**src/rtl/ocr_ctrl_pkg.sv**
```systemverilog
`default_nettype none
// +--------------------------------------------------------------------+
// | ocr_ctrl_pkg : shared state encoding and frame constants for OCR   |
// | Revision 1.0                                                       |
// +--------------------------------------------------------------------+
package ocr_ctrl_pkg;

  typedef enum logic [2:0] {
    ST_IDLE       = 3'd0,
    ST_LOAD       = 3'd1,
    ST_WAIT_FULL  = 3'd2,
    ST_INFER      = 3'd3,
    ST_WAIT_INFER = 3'd4,
    ST_RESULT     = 3'd5,
    ST_CLEAR      = 3'd6
  } ctrl_state_t;

  localparam int         IMG_BYTES = 113;
  localparam logic [3:0] ERR_DIGIT = 4'hF;

endpackage
`default_nettype wire

```
**src/rtl/inference_watchdog.sv**
```systemverilog
`default_nettype none
// +--------------------------------------------------------------------+
// | inference_watchdog : down-counter bounding the BNN inference time  |
// | Revision 1.0                                                       |
// +--------------------------------------------------------------------+
module inference_watchdog #(
  parameter int TIMEOUT_CYCLES = 65535
) (
  input  logic clk,
  input  logic rst_n,
  input  logic load,
  input  logic enable,
  output logic expired
);

  logic [16:0] count;

  // The load cycle (start pulse) is the first counted cycle, so the
  // controller leaves WAIT_INFER exactly TIMEOUT_CYCLES after the pulse.
  always_ff @(posedge clk or negedge rst_n) begin
    if (!rst_n) begin
      count <= '0;
    end else if (load) begin
      count <= 17'(TIMEOUT_CYCLES - 1);
    end else if (!enable) begin
      count <= '0;
    end else if (count != 17'd0) begin
      count <= count - 17'd1;
    end
  end

  assign expired = enable && (count <= 17'd1);

endmodule
`default_nettype wire

```
**src/rtl/image_load_ctrl.sv**
```systemverilog
`default_nettype none
// +--------------------------------------------------------------------+
// | image_load_ctrl : loads one 113-byte frame, runs one inference     |
// | Revision 1.0                                                       |
// +--------------------------------------------------------------------+
module image_load_ctrl
  import ocr_ctrl_pkg::*;
#(
  parameter int TIMEOUT_CYCLES = 65535,
  parameter int FULL_WAIT_MAX  = 4
) (
  input  logic       clk,
  input  logic       rst_n,
  input  logic       rx_valid,
  input  logic [7:0] rx_data,
  output logic       rx_ready,
  input  logic       abort,
  output logic       buf_clear,
  output logic       buf_we,
  output logic [7:0] buf_data,
  input  logic       buf_full,
  input  logic       buf_empty,
  output logic       infer_start,
  input  logic       infer_done,
  input  logic [3:0] infer_result,
  output logic       result_valid,
  output logic [3:0] result_data,
  input  logic       result_ack,
  output logic       error,
  output logic       busy
);

  ctrl_state_t state, state_nxt;
  logic [6:0]  byte_cnt, byte_cnt_nxt;
  logic        wr_pend, wr_pend_nxt;
  logic [7:0]  wr_data, wr_data_nxt;
  logic [2:0]  full_wait, full_wait_nxt;
  logic        err_q, err_nxt;
  logic [3:0]  digit_q, digit_nxt;
  logic [7:0]  accepted;
  logic        wd_expired;

  inference_watchdog #(
    .TIMEOUT_CYCLES(TIMEOUT_CYCLES)
  ) u_watchdog (
    .clk    (clk),
    .rst_n  (rst_n),
    .load   (state == ST_INFER),
    .enable (state == ST_WAIT_INFER),
    .expired(wd_expired)
  );

  // Bytes accepted so far, including the one still waiting to be written.
  assign accepted = {1'b0, byte_cnt} + {7'd0, wr_pend};

  always_ff @(posedge clk or negedge rst_n) begin
    if (!rst_n) begin
      state     <= ST_IDLE;
      byte_cnt  <= '0;
      wr_pend   <= 1'b0;
      wr_data   <= '0;
      full_wait <= '0;
      err_q     <= 1'b0;
      digit_q   <= '0;
    end else begin
      state     <= state_nxt;
      byte_cnt  <= byte_cnt_nxt;
      wr_pend   <= wr_pend_nxt;
      wr_data   <= wr_data_nxt;
      full_wait <= full_wait_nxt;
      err_q     <= err_nxt;
      digit_q   <= digit_nxt;
    end
  end

  always_comb begin
    state_nxt     = state;
    byte_cnt_nxt  = wr_pend ? byte_cnt + 7'd1 : byte_cnt;
    wr_pend_nxt   = 1'b0;
    wr_data_nxt   = wr_data;
    full_wait_nxt = '0;
    err_nxt       = err_q;
    digit_nxt     = digit_q;
    rx_ready      = 1'b0;

    case (state)
      ST_IDLE: state_nxt = buf_empty ? ST_LOAD : ST_CLEAR;
      ST_LOAD: begin
        // A full flag while still loading means the buffer lost sync.
        rx_ready = !abort && !buf_full;
        if (buf_full) begin
          err_nxt   = 1'b1;
          digit_nxt = ERR_DIGIT;
          state_nxt = ST_RESULT;
        end else if (rx_valid && rx_ready) begin
          wr_pend_nxt = 1'b1;
          wr_data_nxt = rx_data;
          if (accepted == 8'(IMG_BYTES - 1)) state_nxt = ST_WAIT_FULL;
        end
      end
      ST_WAIT_FULL: begin
        if (buf_full) begin
          state_nxt = ST_INFER;
        end else if (full_wait == 3'(FULL_WAIT_MAX - 1)) begin
          err_nxt   = 1'b1;
          digit_nxt = ERR_DIGIT;
          state_nxt = ST_RESULT;
        end else begin
          full_wait_nxt = full_wait + 3'd1;
        end
      end
      ST_INFER: state_nxt = ST_WAIT_INFER;
      ST_WAIT_INFER: begin
        if (infer_done) begin
          digit_nxt = infer_result;
          state_nxt = ST_RESULT;
        end else if (wd_expired) begin
          err_nxt   = 1'b1;
          digit_nxt = ERR_DIGIT;
          state_nxt = ST_RESULT;
        end
      end
      ST_RESULT: if (result_ack) state_nxt = ST_CLEAR;
      ST_CLEAR: begin
        byte_cnt_nxt = '0;
        err_nxt      = 1'b0;
        state_nxt    = ST_IDLE;
      end
      default: state_nxt = ST_IDLE;
    endcase

    // Abort overrides any same-cycle result or error capture.
    if (abort && (state != ST_IDLE) && (state != ST_CLEAR)) begin
      state_nxt = ST_CLEAR;
      err_nxt   = err_q;
      digit_nxt = digit_q;
    end
  end

  assign buf_we       = wr_pend;
  assign buf_data     = wr_data;
  assign buf_clear    = (state == ST_CLEAR);
  assign infer_start  = (state == ST_INFER);
  assign result_valid = (state == ST_RESULT);
  assign result_data  = digit_q;
  assign error        = err_q;
  assign busy         = (state != ST_IDLE);

endmodule
`default_nettype wire
```
**config.mk**
```make
export PLATFORM = sky130hd
export DESIGN_NAME = image_load_ctrl
export DESIGN_NICKNAME = d
export VERILOG_FILES = /design/src/rtl/ocr_ctrl_pkg.sv /design/src/rtl/inference_watchdog.sv /design/src/rtl/image_load_ctrl.sv
export SDC_FILE = /design/constraint.sdc
export NUM_CORES = 1
export LEC_CHECK = 0
export ABC_CLOCK_PERIOD_IN_PS = 2150
export CORE_UTILIZATION = 31
export CTS_CLUSTER_SIZE = 20
export DETAILED_ROUTE_END_ITERATION = 10
export GPL_ROUTABILITY_DRIVEN = 0
export HOLD_SLACK_MARGIN = 0.15
export PLACE_DENSITY = 0.57
export SYNTH_ARGS = -nofsm -noshare
export SYNTH_HDL_FRONTEND = slang
export SYNTH_SLANG_ARGS = --single-unit
export TNS_END_PERCENT = 10
```
**constraint.sdc**
```tcl
create_clock -name clk -period 2.15 [get_ports clk]
set_input_delay 0.5375 -clock clk [delete_from_list [all_inputs] [get_ports clk]]
set_output_delay 0.5375 -clock clk [all_outputs]
set_load 0.01 [all_outputs]
```
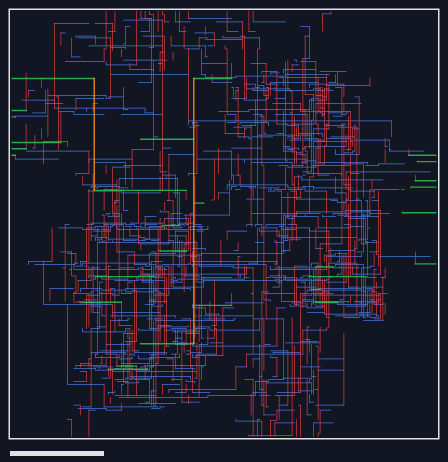
run_1/wires.png
Scale bar: 20 um.
green -> metal 3  # wire length 191 um
red -> metal 2  # wire length 2870 um
orange -> metal 4  # wire length 80.2 um
blue -> metal 1  # wire length 2820 um

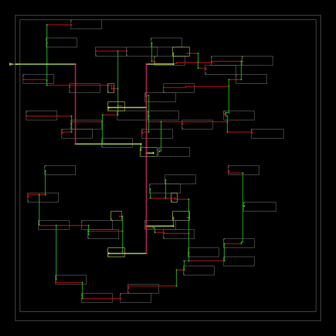
run_1/clocks.png
Sinks on Clock Net: 44
TritonCTS Buffers: 5
final worst clock skew: 10.0 ps
clkbuf count: 5

==> impl_metrics.toml, run 1 <==
# flow metrics
[routing]
wl_um = 5970
drt-met1-wl_um = 2820
dr_wl_met3_um = 190
detail-route-antenna-nets = 0
firstDrtPassIters = 4
wl_per_cell_um = 13.8
viasPerCell = 4.97
vias = 2142
top_layer = "met4"
drcViolationCount = 0

[layout]
largest_reg_flops = 17
nNonClkBuffers = 75
fillerInstances = 760
drive_above_1_share = 0.228
bufAreaShareNonClock = 0.201
fin_nets = 354
inv_count = 11
fin_area_sq_um = 3330
clkCellAreaFrac = 0.0263
seq_area_sq_um = 1100
logic_gate_count = 191
comb_area_sq_um = 1300
fin_util = 0.433
final_cell_mix = "dfrtp_1, buf_4, clkdlybuf4s50_1"
layout_top_cell = "dfrtp_1"

[setup_path]
startpoint = "u_watchdog.count[7]"
timing.rr.end = "state[0]"
rr_worst_depth = 5
path_max_fanout = 4
arrival_ps = 2400
worstPathRequired_ps = 2380
worstSetupEndpoint = "state[0]"
worst-path-stages = 5
crit_path_top_delay_cell = "or4_4"
critical_path_buf_inv_count = 0

[sta]
timing_worst_slew_pin_value_ps = 389
fin_crit_ps = 2170
hold_viol_final = 0
finalSetupViolCount = 2
fin_crit_sh = 1.01
setup_ws_ps = -22.4
slew_viol_final = 0
fin_tns_setup_ps = -41.8
rsz0062_at_grt = "yes"

[clock_tree]
cts_tree = "yes"
h-tree-depth = 2
clockBufferDepth = 2
postCtsSetupBuffers = 1
cts_hold_buf = 1
cts_resized = 10

[synth]
yosysWarnings = 0
yosysSeqAreaShare = 0.448
synth_cell_type_count = 48
syn-cell-area_sq_um = 2460
synth-simple-area-share = 0.224
async_flop_share = 1.00
adder_share = 0.0305
ys_area_sq_um = 2460
edf_count = 0
yosys-top-cells-count = "dfrtp_1, nor2_1, o21ai_0"
synthTopCellsByArea = "dfrtp_1, o21ai_0, mux2_2, nor2_1, ha_1"
ys_sh_mux = 0.0753
top_cell_area_share = 0.448
ys_cells = 256
synth_nets = 282
synthAoiAreaFrac = 0.151
syn_inst = 256
top_area_cell = "dfrtp_1"
synth.most_common_cell = "dfrtp_1"

[placed_design]
dpl.cell_count = 421
hpwl_um = 4390
io_buffers = 38

[global_route]
grt_use_met1 = 0.196
grt_use_met3 = 0.0251
met2_usage = 0.255

[power]
p_int_mw = 2.50
leakage_nw = 1.51
pg_comb_mw = 2.37
power.density_nw_per_um2 = 1260
powerClk_mw = 0.537
powerSeq_mw = 1.29
power_frac_clock = 0.128
switchingPower_mw = 1.69
power.total_mw = 4.19

[hold_path]
min_to = "full_wait[0]"
hold_path.class = "reg -> reg"
hp-start = "full_wait[0]"

[job]
tool_warnings = 29
maxCapViolCount = 0

[status]
outcome = "finished with violations"
violations = "negative setup slack"

[floorplan]
num_tap_cells = 102
initCoreUtil = 0.320
die-area_sq_um = 8300
row_count = 32
die_h_um = 91.1
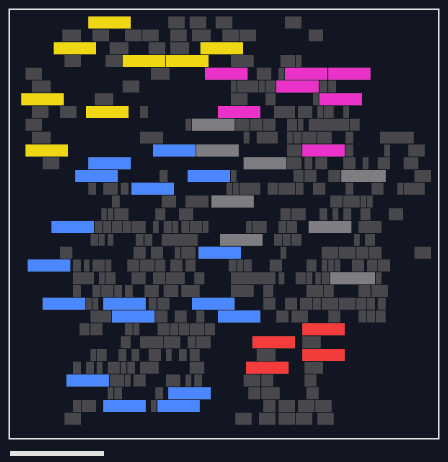
run_1/flops_by_reg.png
Scale bar: 20 um. Other sequential cells in the stronger gray, the rest of the logic in the fainter gray.
magenta -> `byte_cnt`  # sequential cells 7
blue -> `u_watchdog.count`  # sequential cells 17
red -> `result_data`  # sequential cells 4
yellow -> `buf_data`  # sequential cells 8

--- run 2 (diff from run 1) ---
--- a/config.mk
+++ b/config.mk
@@ -5,13 +5,14 @@
 export SDC_FILE = /design/constraint.sdc
 export NUM_CORES = 1
 export LEC_CHECK = 0
-export ABC_CLOCK_PERIOD_IN_PS = 2150
+export ABC_CLOCK_PERIOD_IN_PS = 2250
+export CORE_ASPECT_RATIO = 1.1
 export CORE_UTILIZATION = 31
 export CTS_CLUSTER_SIZE = 20
 export DETAILED_ROUTE_END_ITERATION = 10
 export GPL_ROUTABILITY_DRIVEN = 0
 export HOLD_SLACK_MARGIN = 0.15
-export PLACE_DENSITY = 0.57
+export PLACE_DENSITY = 0.55
 export SYNTH_ARGS = -nofsm -noshare
 export SYNTH_HDL_FRONTEND = slang
 export SYNTH_SLANG_ARGS = --single-unit
==> constraint.sdc (replaced) <==
create_clock -name clk -period 2.25 [get_ports clk]
set_input_delay 0.5625 -clock clk [delete_from_list [all_inputs] [get_ports clk]]
set_output_delay 0.5625 -clock clk [all_outputs]
set_load 0.01 [all_outputs]
==> run 2 against run 1 <==
Against the previous run: area after synthesis is the same; count of clock-buffer cells in the layout increased by 1; setup slack better by 67 ps; first-iteration DRC count grew 9.3%; utilization rose by 0.16 points; critical path type unchanged; maximum frequency shrank 1.5%; the run now ends clean; critical path depth did not move; sequential power is 4% lower; clock power up 22%; global-route usage fell by 0.12 points.
==> impl_metrics.toml, run 2 <==
# flow metrics
[sta]
fin_crit_sh = 0.980
rsz0062_at_grt = "yes"
setup_ws_ps = 45.0
hold_viol_final = 0
fin_skew_ps = 4.68
slew_viol_final = 0
timing_worst_slew_pin_value_ps = 560
fin_crit_ps = 2210
fin_tns_setup_ps = 0

[floorplan]
die_h_um = 95.4
num_tap_cells = 105
die_x_um = 86.9
die-area_sq_um = 8300
initCoreUtil = 0.326
core_sq_um = 7560
row_count = 33

[power]
power.total_mw = 4.05
power_frac_clock = 0.161
leakage_nw = 1.49
p_int_mw = 2.48
pg_comb_mw = 2.16
power.density_nw_per_um2 = 1230
switchingPower_mw = 1.57
powerClk_mw = 0.654
powerSeq_mw = 1.24

[setup_path]
critical_path_buf_inv_count = 0
rr_worst_depth = 5
startpoint = "u_watchdog.count[7]"
path_max_fanout = 4
timing.rr.end = "u_watchdog.count[11]"
worstSetupEndpoint = "u_watchdog.count[11]"
worstPathRequired_ps = 2430
arrival_ps = 2380

[routing]
wl_per_cell_um = 13.5
drt-met1-wl_um = 2680
dr_wl_met3_um = 137
firstDrtPassIters = 4
detail-route-antenna-nets = 0
wl_um = 5740
top_layer = "met4"
drcViolationCount = 0
vias = 2064
viasPerCell = 4.85

[layout]
bufAreaShareNonClock = 0.180
comb_area_sq_um = 1300
inv_count = 11
drive_above_1_share = 0.209
fin_nets = 346
logic_gate_count = 191
fin_util = 0.435
nClkBuffers = 6
seq_area_sq_um = 1100
n_antenna_cell = 0
layout_top_cell = "dfrtp_1"
final_cell_mix = "dfrtp_1, clkdlybuf4s50_1, buf_4"
regMostFlops = "u_watchdog.count"
fillerInstances = 777

[hold_path]
hold_path.class = "in -> async"

[global_route]
met2_usage = 0.253
grt_first_pass_wirelength_um = 9690
grt_use_met3 = 0.0242
grt_use_met1 = 0.197

[placed_design]
io_buffers = 38
dpl.cell_count = 418
hpwl_um = 4150

[synth]
syn_inst = 256
synth_nets = 282
top_area_cell = "dfrtp_1"
synth.most_common_cell = "dfrtp_1"
synthTopCellsByArea = "dfrtp_1, o21ai_0, mux2_2, nor2_1, ha_1"
ys_area_sq_um = 2460
yosys-top-cells-count = "dfrtp_1, nor2_1, o21ai_0"
yosysWarnings = 0
yosysSeqAreaShare = 0.448
syn-cell-area_sq_um = 2460
adder_share = 0.0305
async_flop_share = 1.00
synth_cell_type_count = 48
synth-seq-cells = 44
synthAoiAreaFrac = 0.151
ys_cells = 256
top_cell_area_share = 0.448
edf_count = 0

[clock_tree]
clockBufferDepth = 2
cts_tree = "yes"
cts_resized = 8
clock_sinks = 44
cts_hold_buf = 0
cts_made_buffers = 5
h-tree-depth = 2
postCtsSetupBuffers = 0

[status]
outcome = "finished clean"

[job]
maxCapViolCount = 0
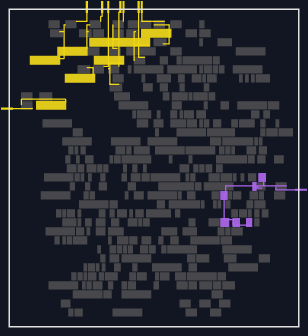
run_2/io_fan.png
purple -> `buf_full`  # bits 1, direction input, end cells 6, buffers 2, wire 51.4 um
yellow -> `buf_data`  # bits 8, direction output, end cells 8, buffers 8, wire 175 um

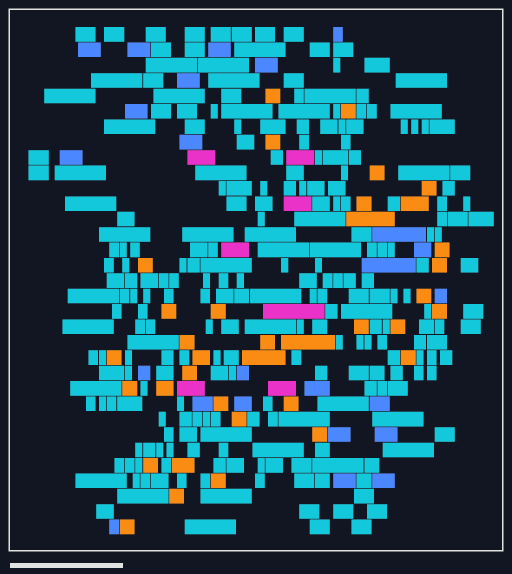
run_2/sizes.png
Scale bar: 20 um.
orange -> _3 and _4 cells  # cells 36, share 11%
cyan -> _0 and _1 cells  # cells 254, share 79%
blue -> _2 cells  # cells 24, share 7.5%
magenta -> _6 and larger  # cells 7, share 2.2%
Area Overhead vs Synth: 33.6%
Buffers, non-clock: 67
design area: 3290 sq um

Power and IR drop assume default switching activity.
